Figure 1. Cell classes on the final placement (run 1).
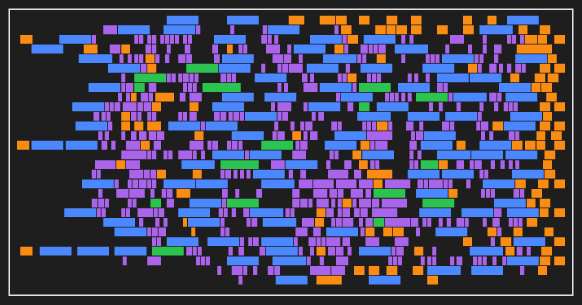
Figure 2. Cell density map (run 1).
16 x 8 tiles, from black (low) to pale yellow (high), 0 to 100% covered.
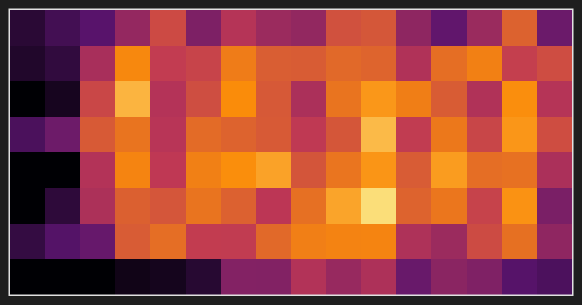
Figure 3. Sequential cells colored by netlist name (run 1).
Other sequential cells in the stronger gray, the rest of the logic in the fainter gray.
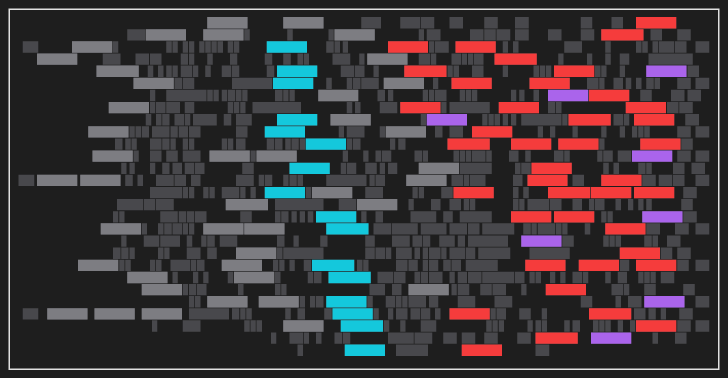
[src/rtl/hc595_display_monitor_if.sv]
// hc595_display_monitor_if
//   Connects the 74HC595 serial link to the display monitor. The link side
//   (master) drives the three 595 pins. The monitor side (slave) returns the
//   decoded digits and the status pulses.
//   sclk          595 SCK, data sampled on its rising edge
//   sdio          595 SER serial data, MSB first
//   rclk          595 RCK, a rising edge latches the frame
//   digit_codes   8 x 5-bit codes, [4:0]=digit1 ... [39:35]=digit8
//   dot_en        decimal point per digit, bit0=digit1
//   frame_valid   1-clk pulse when a good frame updates one digit
//   frame_err     1-clk pulse when a frame is rejected
//   refresh_done  1-clk pulse when all 8 digits have updated since the last pulse
interface hc595_display_monitor_if;
  logic        sclk;
  logic        sdio;
  logic        rclk;
  logic [39:0] digit_codes;
  logic [7:0]  dot_en;
  logic        frame_valid;
  logic        frame_err;
  logic        refresh_done;

  modport master (
    output sclk, sdio, rclk,
    input  digit_codes, dot_en, frame_valid, frame_err, refresh_done
  );

  modport slave (
    input  sclk, sdio, rclk,
    output digit_codes, dot_en, frame_valid, frame_err, refresh_done
  );
endinterface

[src/rtl/hc595_display_monitor.sv]
// hc595_display_monitor
//   Receive-side model of the 74HC595 seven-segment link. It rebuilds each
//   16-bit frame from sclk/sdio, checks the frame on the rclk rise, and decodes
//   the segment byte back into a 5-bit display code for the selected digit.
//   clk    system clock
//   rst_n  asynchronous active-low reset
//   mon    slave modport: 595 pins in, decoded digits and status pulses out
module hc595_display_monitor #(
  parameter int SYNC_STAGES = 2,
  parameter int FRAME_BITS  = 16
) (
  input  logic                      clk,
  input  logic                      rst_n,
  hc595_display_monitor_if.slave    mon
);

  localparam int                CNT_W    = $clog2(FRAME_BITS + 2);
  localparam logic [CNT_W-1:0]  CNT_MAX  = CNT_W'(FRAME_BITS + 1);
  localparam logic [CNT_W-1:0]  CNT_FULL = CNT_W'(FRAME_BITS);

  logic [SYNC_STAGES-1:0] sclk_sync, sdio_sync, rclk_sync;
  logic                   sclk_last, rclk_last;
  logic                   sclk_rise, rclk_rise, sdio_s;

  logic [15:0]      shift_reg, shift_nxt;
  logic [CNT_W-1:0] bit_cnt, cnt_nxt;
  logic [7:0]       sel_low;
  logic             one_low, frame_good;

  logic             pend_vld, pend_good;
  logic [15:0]      pend_frame;

  logic [39:0]      codes;
  logic [7:0]       dots;
  logic [7:0]       seen, seen_nxt;
  logic             valid_q, err_q, refresh_q;

  function automatic logic [4:0] decode_seg(input logic [6:0] seg);
    case (seg)
      7'h40:   decode_seg = 5'd0;
      7'h79:   decode_seg = 5'd1;
      7'h24:   decode_seg = 5'd2;
      7'h30:   decode_seg = 5'd3;
      7'h19:   decode_seg = 5'd4;
      7'h12:   decode_seg = 5'd5;
      7'h02:   decode_seg = 5'd6;
      7'h78:   decode_seg = 5'd7;
      7'h00:   decode_seg = 5'd8;
      7'h10:   decode_seg = 5'd9;
      7'h3F:   decode_seg = 5'd12;
      7'h06:   decode_seg = 5'd15;
      7'h7F:   decode_seg = 5'd16;
      7'h2F:   decode_seg = 5'd17;
      default: decode_seg = 5'd31;
    endcase
  endfunction

  // sdio runs through the same depth as sclk so the sampled bit stays aligned.
  always_ff @(posedge clk or negedge rst_n) begin
    if (!rst_n) begin
      sclk_sync <= '0;
      sdio_sync <= '0;
      rclk_sync <= '0;
      sclk_last <= 1'b0;
      rclk_last <= 1'b0;
    end else begin
      sclk_sync <= {sclk_sync[SYNC_STAGES-2:0], mon.sclk};
      sdio_sync <= {sdio_sync[SYNC_STAGES-2:0], mon.sdio};
      rclk_sync <= {rclk_sync[SYNC_STAGES-2:0], mon.rclk};
      sclk_last <= sclk_sync[SYNC_STAGES-1];
      rclk_last <= rclk_sync[SYNC_STAGES-1];
    end
  end

  assign sclk_rise = sclk_sync[SYNC_STAGES-1] & ~sclk_last;
  assign rclk_rise = rclk_sync[SYNC_STAGES-1] & ~rclk_last;
  assign sdio_s    = sdio_sync[SYNC_STAGES-1];

  // The frame check uses the post-shift view so an sclk rise coinciding with
  // the rclk rise still contributes its bit.
  always_comb begin
    shift_nxt = shift_reg;
    cnt_nxt   = bit_cnt;
    if (sclk_rise) begin
      shift_nxt = {shift_reg[14:0], sdio_s};
      if (bit_cnt != CNT_MAX) cnt_nxt = bit_cnt + 1'b1;
    end
    sel_low    = ~shift_nxt[7:0];
    one_low    = (sel_low != 8'd0) && ((sel_low & (sel_low - 8'd1)) == 8'd0);
    frame_good = (cnt_nxt == CNT_FULL) && one_low;
  end

  always_ff @(posedge clk or negedge rst_n) begin
    if (!rst_n) begin
      shift_reg  <= '0;
      bit_cnt    <= '0;
      pend_vld   <= 1'b0;
      pend_good  <= 1'b0;
      pend_frame <= '0;
    end else begin
      shift_reg <= shift_nxt;
      bit_cnt   <= rclk_rise ? '0 : cnt_nxt;
      pend_vld  <= rclk_rise;
      if (rclk_rise) begin
        pend_good  <= frame_good;
        pend_frame <= shift_nxt;
      end
    end
  end

  assign seen_nxt = seen | ~pend_frame[7:0];

  always_ff @(posedge clk or negedge rst_n) begin
    if (!rst_n) begin
      codes     <= {8{5'd16}};
      dots      <= '0;
      seen      <= '0;
      valid_q   <= 1'b0;
      err_q     <= 1'b0;
      refresh_q <= 1'b0;
    end else begin
      valid_q   <= 1'b0;
      err_q     <= 1'b0;
      refresh_q <= 1'b0;
      if (pend_vld) begin
        if (pend_good) begin
          for (int i = 0; i < 8; i++) begin
            if (!pend_frame[i]) begin
              codes[i*5 +: 5] <= decode_seg(pend_frame[14:8]);
              dots[i]         <= ~pend_frame[15];
            end
          end
          valid_q <= 1'b1;
          if (seen_nxt == 8'hFF) begin
            refresh_q <= 1'b1;
            seen      <= '0;
          end else begin
            seen <= seen_nxt;
          end
        end else begin
          err_q <= 1'b1;
        end
      end
    end
  end

  assign mon.digit_codes  = codes;
  assign mon.dot_en       = dots;
  assign mon.frame_valid  = valid_q;
  assign mon.frame_err    = err_q;
  assign mon.refresh_done = refresh_q;

endmodule

[src/flat_wrapper.sv]
// flat-port wrapper written by rule: the top's interface ports become plain ports
module hc595_display_monitor_flat 
#(
  parameter int SYNC_STAGES = 2,
  parameter int FRAME_BITS  = 16
)
  (clk, rst_n, mon_sclk, mon_sdio, mon_rclk, mon_digit_codes, mon_dot_en, mon_frame_valid, mon_frame_err, mon_refresh_done);
  hc595_display_monitor_if mon_i ();
  input  logic clk;
  input  logic rst_n;
  input wire logic [$bits(mon_i.sclk)-1:0] mon_sclk;
  input wire logic [$bits(mon_i.sdio)-1:0] mon_sdio;
  input wire logic [$bits(mon_i.rclk)-1:0] mon_rclk;
  output wire logic [$bits(mon_i.digit_codes)-1:0] mon_digit_codes;
  output wire logic [$bits(mon_i.dot_en)-1:0] mon_dot_en;
  output wire logic [$bits(mon_i.frame_valid)-1:0] mon_frame_valid;
  output wire logic [$bits(mon_i.frame_err)-1:0] mon_frame_err;
  output wire logic [$bits(mon_i.refresh_done)-1:0] mon_refresh_done;
  assign mon_i.sclk = mon_sclk;
  assign mon_i.sdio = mon_sdio;
  assign mon_i.rclk = mon_rclk;
  assign mon_digit_codes = mon_i.digit_codes;
  assign mon_dot_en = mon_i.dot_en;
  assign mon_frame_valid = mon_i.frame_valid;
  assign mon_frame_err = mon_i.frame_err;
  assign mon_refresh_done = mon_i.refresh_done;
  hc595_display_monitor #(.SYNC_STAGES(SYNC_STAGES), .FRAME_BITS(FRAME_BITS)) u_core (.clk(clk), .rst_n(rst_n), .mon(mon_i));
endmodule
[config.mk]
export PLATFORM = sky130hd
export DESIGN_NAME = hc595_display_monitor_flat
export DESIGN_NICKNAME = d
export VERILOG_FILES = /design/src/rtl/hc595_display_monitor_if.sv /design/src/rtl/hc595_display_monitor.sv /design/src/flat_wrapper.sv
export SDC_FILE = /design/constraint.sdc
export NUM_CORES = 1
export LEC_CHECK = 0
export ABC_AREA = 1
export ABC_CLOCK_PERIOD_IN_PS = 1400
export CAP_MARGIN = 20
export CELL_PAD_IN_SITES_DETAIL_PLACEMENT = 0
export CELL_PAD_IN_SITES_GLOBAL_PLACEMENT = 1
export CORE_ASPECT_RATIO = 0.5
export CORE_UTILIZATION = 37
export DETAILED_ROUTE_END_ITERATION = 8
export GPL_TIMING_DRIVEN = 0
export PLACE_DENSITY = 0.73
export SYNTH_ARGS = -nofsm -noshare
export SYNTH_HDL_FRONTEND = slang
export SYNTH_SLANG_ARGS = --single-unit
[constraint.sdc]
create_clock -name clk -period 1.4 [get_ports clk]
set_input_delay 0.21 -clock clk [delete_from_list [all_inputs] [get_ports clk]]
set_output_delay 0.21 -clock clk [all_outputs]
set_load 0.005 [all_outputs]
==> flow_metrics.tcl <==
# implementation run metrics
set metrics [dict create \
    r2r_setup_slack_ns -0.22 \
    finalPower_w 0.00812 \
    compound_area_share_pct 5.70 \
    yosys-stat-cells 543 \
    postLayoutSetupSlackWorst_ns -0.224 \
    top_area_cell "dfrtp_1" \
    fin_crit_ns 1.62 \
    mostFrequentLayoutCell "nand2_1" \
    outcome "finished, violations left" \
    dp_cells 764 \
    ff_type "dfrtp_1" \
    setup_viol 41 \
    overflow 0 \
    syn_area_per_cell_um2 8.37 \
    route.met2.wl_um 4990 \
    antenna_found_initial 0 \
    seqPwrFrac_pct 43.0 \
    slew_viol_final 0 \
    comb_power_w 0.00183 \
    lay_top_cells "nand2_1 (198), dfrtp_1 (92), buf_4 (52), inv_1 (49), dlygate4sd2_1 (49)" \
    dieHeight_um 80.4 \
    num_tap_cells 165 \
    failed_checks "setup timing" \
    syn-cell-area_um2 4550 \
    floorplan.nets 550 \
]
-- Figure 1 (at the start) --
- green: clock drivers and dummy loads (cells 16; share of their area 5.3%)
- purple: combinational and other logic (cells 431; share of their area 36%)
- orange: remaining buffers and delay cells (cells 118; share of their area 16%)
- blue: sequential cells (cells 106; share of their area 43%)

-- Figure 2 (at the start) --
- fullest tile: 93%
- nearly empty tiles: 5.5%
- mean over tiles: 49%
core area: 11,900 um2
Starting Density: 38.3%
Final Core Density: 54.5%

-- Figure 3 (at the start) --
- purple: u_core.mon.dot_en (flops 8)
- red: u_core.mon.digit_codes (flops 40)
- cyan: u_core.pend_frame (flops 16)
- not colored: 42

